<file path="src/rtl/cntr_ring_scheduler.sv">
// Ring-resident event counters: per-counter signed delta accumulators folded into the store by a round-robin flush
// that yields to local ring hits. Ring latency 2 cycles, one transaction per cycle, no backpressure.
module cntr_ring_scheduler #(
   parameter int NUM_CNTRS      = 2,
   parameter int REG_WIDTH      = 16,
   parameter int DELTA_WIDTH    = 4,
   parameter int REG_ADDR_WIDTH = 5,
   parameter int TAG            = 0,
   parameter int RESET_ON_READ  = 0
) (
   input  logic                 clk,
   input  logic                 reset,
   input  logic                 reg_req_in,
   input  logic                 reg_ack_in,
   input  logic                 reg_rd_wr_L_in,
   input  logic [15:0]          reg_addr_in,
   input  logic [REG_WIDTH-1:0] reg_data_in,
   input  logic [15:0]          reg_src_in,
   output logic                 reg_req_out,
   output logic                 reg_ack_out,
   output logic                 reg_rd_wr_L_out,
   output logic [15:0]          reg_addr_out,
   output logic [REG_WIDTH-1:0] reg_data_out,
   output logic [15:0]          reg_src_out,
   input  logic [NUM_CNTRS-1:0] updates,
   input  logic [NUM_CNTRS-1:0] decrement
);
   localparam int PW = (NUM_CNTRS > 1) ? $clog2(NUM_CNTRS) : 1;
   localparam int TW = 16 - REG_ADDR_WIDTH;

   typedef logic [TW-1:0]                 tag_t;
   typedef logic [REG_ADDR_WIDTH:0]       idxw_t;
   typedef logic signed [DELTA_WIDTH-1:0] delta_t;

   localparam tag_t   TAG_V = tag_t'(TAG);
   localparam idxw_t  N_V   = idxw_t'(NUM_CNTRS);
   localparam delta_t D_ONE = delta_t'(1);
   localparam delta_t D_MAX = delta_t'((1 << (DELTA_WIDTH-1)) - 1);
   localparam delta_t D_MIN = -D_MAX;

   logic [REG_ADDR_WIDTH-1:0] in_idx;
   logic                      in_hit;

   logic                 s1_req, s1_ack, s1_rd, s1_cnt_hit, s1_sts_hit;
   logic [15:0]          s1_addr, s1_src;
   logic [REG_WIDTH-1:0] s1_data;
   logic [PW-1:0]        s1_cidx;

   logic [REG_WIDTH-1:0] cntr       [NUM_CNTRS];
   delta_t               delta      [NUM_CNTRS];
   delta_t               delta_base [NUM_CNTRS];
   delta_t               delta_nxt  [NUM_CNTRS];
   logic [NUM_CNTRS-1:0] drop, drop_set, drop_clr;
   logic [PW-1:0]        ptr;
   logic                 ring_grant, ring_wr;

   assign in_idx = reg_addr_in[REG_ADDR_WIDTH-1:0];
   assign in_hit = reg_req_in & ~reg_ack_in & (reg_addr_in[15:REG_ADDR_WIDTH] == TAG_V)
                 & ({1'b0, in_idx} <= N_V);

   always_ff @(posedge clk or posedge reset) begin
      if (reset) begin
         s1_req     <= 1'b0;
         s1_ack     <= 1'b0;
         s1_rd      <= 1'b0;
         s1_addr    <= '0;
         s1_data    <= '0;
         s1_src     <= '0;
         s1_cnt_hit <= 1'b0;
         s1_sts_hit <= 1'b0;
         s1_cidx    <= '0;
      end else begin
         s1_req     <= reg_req_in;
         s1_ack     <= reg_ack_in;
         s1_rd      <= reg_rd_wr_L_in;
         s1_addr    <= reg_addr_in;
         s1_data    <= reg_data_in;
         s1_src     <= reg_src_in;
         s1_cnt_hit <= in_hit & ({1'b0, in_idx} != N_V);
         s1_sts_hit <= in_hit & ({1'b0, in_idx} == N_V);
         s1_cidx    <= reg_addr_in[PW-1:0];
      end
   end

   // A counter hit in S1 owns the store port; otherwise the round-robin flush takes it.
   assign ring_grant = s1_cnt_hit;
   assign ring_wr    = s1_cnt_hit & ~s1_rd;
   assign drop_clr   = (s1_sts_hit & ~s1_rd) ? s1_data[NUM_CNTRS-1:0] : '0;

   always_ff @(posedge clk or posedge reset) begin
      if (reset) begin
         reg_req_out     <= 1'b0;
         reg_ack_out     <= 1'b0;
         reg_rd_wr_L_out <= 1'b0;
         reg_addr_out    <= '0;
         reg_data_out    <= '0;
         reg_src_out     <= '0;
      end else begin
         reg_req_out     <= s1_req;
         reg_ack_out     <= s1_ack | s1_cnt_hit | s1_sts_hit;
         reg_rd_wr_L_out <= s1_rd;
         reg_addr_out    <= s1_addr;
         reg_src_out     <= s1_src;
         if (s1_cnt_hit & s1_rd)
            reg_data_out <= cntr[s1_cidx];
         else if (s1_sts_hit & s1_rd)
            reg_data_out <= REG_WIDTH'(drop);
         else
            reg_data_out <= s1_data;
      end
   end

   // A delta being folded or overwritten this cycle restarts from zero, so a coincident event is kept.
   always_comb begin
      drop_set = '0;
      for (int i = 0; i < NUM_CNTRS; i++) begin
         delta_base[i] = (ring_wr ? (s1_cidx == PW'(i)) : (~ring_grant & (ptr == PW'(i))))
                       ? '0 : delta[i];
         delta_nxt[i]  = delta_base[i];
         if (updates[i]) begin
            if (decrement[i]) begin
               if (delta_base[i] == D_MIN) drop_set[i] = 1'b1;
               else                        delta_nxt[i] = delta_base[i] - D_ONE;
            end else begin
               if (delta_base[i] == D_MAX) drop_set[i] = 1'b1;
               else                        delta_nxt[i] = delta_base[i] + D_ONE;
            end
         end
      end
   end

   always_ff @(posedge clk or posedge reset) begin
      if (reset) begin
         for (int i = 0; i < NUM_CNTRS; i++) begin
            cntr[i]  <= '0;
            delta[i] <= '0;
         end
         drop <= '0;
         ptr  <= '0;
      end else begin
         for (int i = 0; i < NUM_CNTRS; i++)
            delta[i] <= delta_nxt[i];
         drop <= (drop & ~drop_clr) | drop_set;
         if (ring_grant) begin
            if (!s1_rd)
               cntr[s1_cidx] <= s1_data;
            else if (RESET_ON_READ != 0)
               cntr[s1_cidx] <= '0;
         end else begin
            cntr[ptr] <= cntr[ptr] + REG_WIDTH'(delta[ptr]);
            ptr       <= (ptr == PW'(NUM_CNTRS-1)) ? '0 : ptr + PW'(1);
         end
      end
   end
endmodule

</file>
<file path="config.mk">
export PLATFORM = sky130hd
export DESIGN_NAME = cntr_ring_scheduler
export DESIGN_NICKNAME = d
export VERILOG_FILES = /design/src/rtl/cntr_ring_scheduler.sv
export SDC_FILE = /design/constraint.sdc
export NUM_CORES = 1
export LEC_CHECK = 0
export ABC_AREA = 1
export CAP_MARGIN = 5
export CORE_ASPECT_RATIO = 1.4
export CORE_MARGIN = 2
export CORE_UTILIZATION = 50
export CTS_CLUSTER_DIAMETER = 150
export CTS_CLUSTER_SIZE = 10
export DETAILED_ROUTE_END_ITERATION = 10
export PLACE_DENSITY = 0.82
export SYNTH_ARGS = -nofsm -noshare
export SYNTH_HDL_FRONTEND = slang
export SYNTH_SLANG_ARGS = --single-unit
</file>
<file path="constraint.sdc">
create_clock -name clk -period 5.75 [get_ports clk]
set_input_delay 1.4375 -clock clk [delete_from_list [all_inputs] [get_ports clk]]
set_output_delay 1.4375 -clock clk [all_outputs]
set_load 0.005 [all_outputs]
</file>
Fig. 1: run 1, nets reached from selected ports
Drawn at 2 px/um.
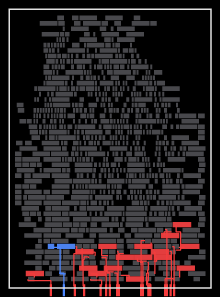
- red: `reg_src_in` (bits 16; direction input; edge bottom; end cells 16; buffers 16; wire 365 um)
- blue: `reg_req_in` (bits 1; direction input; edge bottom; end cells 2; buffers 1; wire 29.0 um)

Fig. 2: run 1, the metal 4 layer
Drawn at 3 px/um. Supply wires on this layer in gray.
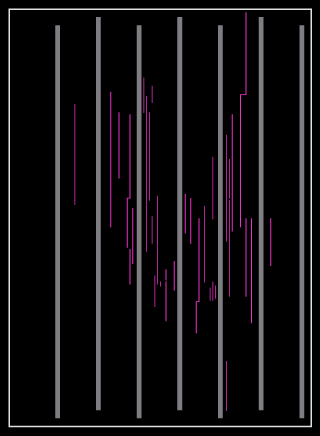
- main direction: vertical
- wire length on this layer: 760 um

==> results.txt, run 1 <==
Physical implementation status

Synthesis produced 723 cells. The fraction of layout cells with a size suffix above 1 stands at 5.674%. The remaining global-route overflow stands at 0. In the hold report, the worst path ends at reg_addr_out[14]. After synthesis, the netlist uses 35 different library cells.

The total non-filler cell area in the finished layout stands at 8305 um2. The clock tree synthesis step divided the H-tree into 4 levels. The most numerous cell type found on the critical path is nand2_1. By area the synthesized netlist is led by dfrtp_1, nand2_1, inv_1, nand3_1, o21ai_0.

STA classifies the critical path endpoint as a flop. The placement stage leaves a total instance area of 7681 um2. The proportion of synthesized chip area in sequential cells stands at 56.86%. In this run the deepest clock path goes through 2 buffers. Counting cells, the worst reg-to-reg path comes to 12. Per the layout area report, the combinational fraction of cell area is 28.68%. Data arrives at the worst endpoint at 3.60 ns. The biggest fanout along the worst timing path stands at 24. The total power density per cell area stands at 408.2 nW/um2. OpenROAD reports that the post-layout worst path occupies 56.21% of the period. The most critical setup path has its endpoint at delta[4]. Per the post-CTS timing run, clock transition at the registers of the reported paths is 0.07 ns.

The flip-flop and latch power stands at 1.31 mW. The final design was reported to hold multi-input combinational gates totalling 471. The plain and repair buffers instantiated in the layout total 112. The total power of the final layout stands at 3.390 mW.

At the pin with the least slew margin, the transition time is 1.043 ns. The placement report lists the number of port buffers as 107. A synthesized cell averages 8.949 um2. The part of the power in the clock network stands at 34.4%.

The sequential cell area stands at 3679 um2. For this run, the detailed router reports a per-instance via density of 5.495. The number of CTS-inserted buffers stands at 17.

TritonCTS built the clock tree. The power drawn by the combinational cells stands at 0.914 mW. After floorplanning, the die was sized to cover 13880 um2. The final-report hold violation count stands at 0. The power share of the sequential group stands at 38.6%. 108 I/O pins were placed.

In this run the most critical hold path is launched from s1_addr[14]. The share of the core area taken by cells at floorplan is 50.74%. Summing over the stages, the warning tally comes to 32. The number of clock-tree buffers in the layout stands at 18. Fill cells in the final layout number 1023. The post-CTS setup repair buffer count stands at 0. Once synthesis finished, the tally of register bits stood at 147. The number of stages on the worst hold path stands at 0. The report counts max-capacitance violations totalling 0. Signal nets in the final route climb as high as met4.

For the finished layout, the period the worst path requires is 3.232 ns. The number of antenna violations at the first check in global routing came to 0. The portion of synthesized area spent on multiplexers is 0%. The worst reg-to-reg setup slack stands at 2.52 ns. Wire segments on met2 add up to 9132 um in the final route.

Counting pins that exceed their max-slew limit in the final report gives 0. Summing the areas of all xor and xnor instances in the mapped netlist gives 1.218% of the synthesized area. STA reports the tightest min-delay check as being of type reg2reg. The region available for standard cell placement spans 12750 um2.

For the clock group, total power comes out at 1.17 mW. Sequential cells placed in the final layout were counted as 147. The worst slack at placement stands at 2.606 ns.

The netlist area before placement stands at 6470 um2. Ranked by total area, the top cell class in this layout is sequential cells. Summing the areas of all compound-gate instances in the mapped netlist gives 10.23% of the synthesized area.

Setup repair after global routing left no endpoint under its margin. Per the synth stats, the proportion of register bits with asynchronous set or reset is 100.0%. The count of nets after finishing stands at 912.

The placed cell count stands at 967. The first global-routing pass estimated 26880 um of wire. The non-clock buffer area fraction after layout stands at 13.35%. More flip-flops sit in one register than any other, and that register is cntr. Per the STA report, the cell with the highest stage delay on the worst path is dfrtp_1. In this run the tightest slew margin relative to its limit is 30.46%.

The highest clock rate stands at 0.3094 GHz. Broken down by cell family, the worst path's largest delay share belongs to simple AND/OR/NAND/NOR gates. In this run the static leakage power is 3.985 nW. Global route summary, busiest routing layer listed as met2. The report lists the number of cells resized after CTS as 0. On the final layout, the worst clock skew is 0.006910 ns. Relative to the synthesized area, the layout overhead comes to 28.37%.

Per the log, the first TritonRoute iteration ended with a DRC count of 464. In this run, the synthesized area fraction spent on adder and majority cells is recorded as 4.371%. The via count of the first global-routing pass was 5457. In the Yosys report the total cell count is 723.

In the global route stage, overall resource usage came out at 25.11%. The run finished with clean final reports. The final worst-path setup slack stands at 2.518 ns. The pre-antenna-repair detailed-routing pass consisted of 7 iterations. dfrtp_1 takes more of the synthesized area than any other cell.

The total wire length after detailed routing stands at 16950 um.
Fig. 3: run 1, congestion heat map
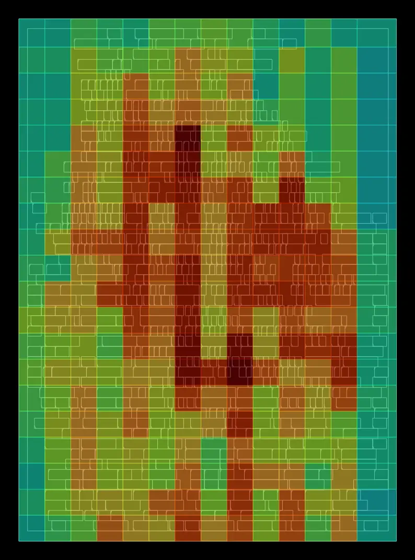
met2 routing resource usage after global routing: 44.72%
GR Layer Usage met3: 4.234%
final cell utilization of the core: 65.13%
met1 Usage GRT: 27.90%
routed wirelength normalized by instance count: 16.96 um

==> run 2, diff against run 1 <==
--- a/config.mk
+++ b/config.mk
@@ -9,7 +9,7 @@
 export CAP_MARGIN = 5
 export CORE_ASPECT_RATIO = 1.4
 export CORE_MARGIN = 2
-export CORE_UTILIZATION = 50
+export CORE_UTILIZATION = 48
 export CTS_CLUSTER_DIAMETER = 150
 export CTS_CLUSTER_SIZE = 10
 export DETAILED_ROUTE_END_ITERATION = 10
==> constraint.sdc (replaced) <==
create_clock -name clk -period 2.7 [get_ports clk]
set_input_delay 0.675 -clock clk [delete_from_list [all_inputs] [get_ports clk]]
set_output_delay 0.675 -clock clk [all_outputs]
set_load 0.005 [all_outputs]
Fig. 4: run 2, congestion heat map
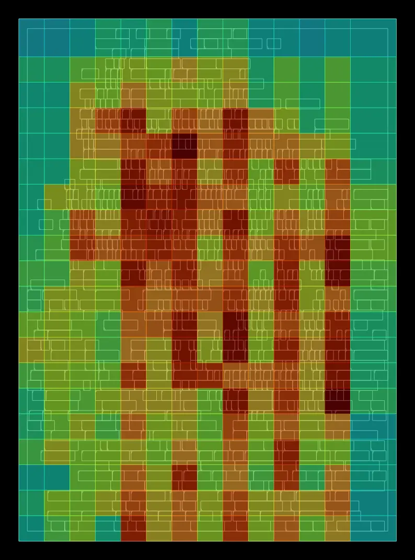
met1 Usage GRT: 27.10%
layer carrying the most global-route usage: met2
routed wirelength normalized by instance count: 15.78 um
GR Layer Usage met3: 5.369%

==> run 2 against run 1 <==
Clock-buffer cell count is the same. Cell count grew 4.1%. Setup slack lost 2.3 ns. Clock skew grew 0.0019 ns. Critical path depth is the same. Worst hold slack lost 0.0046 ns. Largest power group unchanged. Global-route usage shrank 0.73 points. Non-clock buffer count grew 11. Critical endpoint is now cntr[6]. Synthesized cell count is the same. Largest cell class unchanged. Clock power grew 88%. Highest routed layer unchanged.
==> results.txt, run 2 <==
Physical implementation status

The run finished with clean final reports. For reference, the top cells by area after synthesis are dfrtp_1, nand2_1, inv_1, nand3_1, o21ai_0. The largest cell class by area is sequential cells. The count of boundary I/O pins stands at 108. cntr holds more flip-flops than any other register.

The netlist area before placement stands at 6470 um2. In the final design database the tool counted 924 nets. The dominant power group in this design is registers. The number of CTS-inserted buffers stands at 17. The cell sequence reported for the critical path is buf_4 -> nand2_1 -> nand2_1 -> ha_1 -> fa_1 -> nand2_1 -> nand2_1 -> nand3_1 -> nand2_1 -> xor2_1 -> nand2_1 -> a22oi_1. The remaining global-route overflow stands at 0.

The sequential cell area stands at 3680 um2. The synthesis run shows multiplexers occupying 0% of the cell area. The combinational share of cell area stands at 28.39%. Per the final report, max-transition violations number 0.

The via density per instance stands at 5.276. The first global-routing pass estimated 26730 um of wire. The pin closest to its max-slew limit shows a slew of 0.7385 ns. Summing the areas of all compound-gate instances in the mapped netlist gives 10.23% of the synthesized area. The H-tree was split into 4 levels. The final worst clock skew stands at 0.008764 ns. The via count of the first global-routing pass stands at 5638. The critical path data arrival time stands at 2.82 ns. The launch point of the worst min-delay path is recorded as s1_addr[5]. The number of warnings reported in the stage logs is 30. The minimum clock period after layout stands at 2.473 ns.

The sequential power reported by the tool is 2.76 mW. After layout, the design draws a total of 6.863 mW. Counting endpoints that fail hold in the final report gives 0. The number of sequential cells reported for the layout is 147. Across all checked pins, the minimum headroom to the slew limit is 50.65%. The worst-case reg-to-reg setup slack stands at 0.23 ns. The global routing report lists met2 layer usage as 42.11%. The number of antenna violations at the first check in global routing stands at 0. The fraction of layout cells with a size suffix above 1 stands at 7.226%. For reference, the clock transition at the flip-flops on the worst setup and hold paths is 0.06 ns. Per report_power, the sequential group accounts for 40.3% of the total.

Yosys reported a register bit count of 147. The highest metal layer carrying signal wires in the routed design is met4. Looking at the clock tree report, the maximum root-to-sink buffer count equals 2.

Global routing used 24.38% of the available tracks across all layers. The total power density per cell area stands at 817.9 nW/um2. The number of cells reported by Yosys stat comes to 723.

The flow reports power dissipated in the clock network as 2.20 mW. On the final layout, the worst hold slack is 0.3420 ns. The leakage power in the latest report is 4.000 nW. The number of multi-input combinational cells in the layout is 471.

The tally of unique sky130hd cells used after synthesis stands at 35. The adder-cell area share of the yosys netlist stands at 4.371%. The gate count of the mapped netlist stands at 723. In this design, the largest share of critical-path delay is due to adder cells. In this design, the critical path's most frequently occurring cell is nand2_1. Setup repair after global routing left no endpoint under its margin. In the floorplan report the effective utilization is 48.78%. The async set or reset register ratio after synthesis stands at 100.0%. In the Yosys report, the sequential cells make up 56.86% of the chip area. In this run the worst setup path terminates at cntr[6]. Sorting the Yosys area breakdown by cell type puts at the top dfrtp_1.

The number of non-clock buffers in the layout stands at 123. The length of the first detailed-routing pass in iterations stands at 6. The number of stages on the worst hold path stands at 0. Hold analysis lists the worst path endpoint as reg_addr_out[5]. STA lists the maximum fanout along the critical path as 15. The parity-gate share of the synthesized area counting xor and xnor cells stands at 1.218%.

The total non-filler cell area in the finished layout stands at 8392 um2. The floorplan has 50 rows. The skew report gives the latency at the later pin of the worst-skew pair as 0.43 ns.

Across the run, the number of max-cap violations was 0. The area inside the core boundary stands at 13260 um2. Summed over all layers, the routed wires come to 16410 um. Buffers outside the clock tree occupy 14.49% of the routed design's cell area. The worst reg2reg path depth stands at 12. The post-route clock period utilization stands at 91.58%.

The number of inserted filler cells in the final layout stands at 1110. The yosys stat chip area stands at 6470 um2. The power drawn by the combinational cells stands at 1.90 mW. The worst slack at placement stands at 0.09395 ns. The post-CTS setup repair buffer count stands at 0. Relative to the synthesized area, the layout overhead comes to 29.70%. The path class of the tightest hold or removal check is reg2reg. The number of gates resized after CTS was 0. The number of input and output port buffers inserted stands at 107.

The highest clock rate stands at 0.4044 GHz. The placed cell count stands at 1005. In the detailed route, the total length drawn on met2 is 8620 um. After floorplanning, the die was sized to cover 14440 um2. The number of DRC violations after detailed-routing iteration 0 stands at 456. The core occupancy in the finished layout stands at 63.27%. The combined area of the multi-input logic cells stands at 2382 um2. TritonCTS built the clock tree. Per the layout report, the design carries 18 clock buffers.
No activity file was given, so power comes from the tool's default toggle rates.
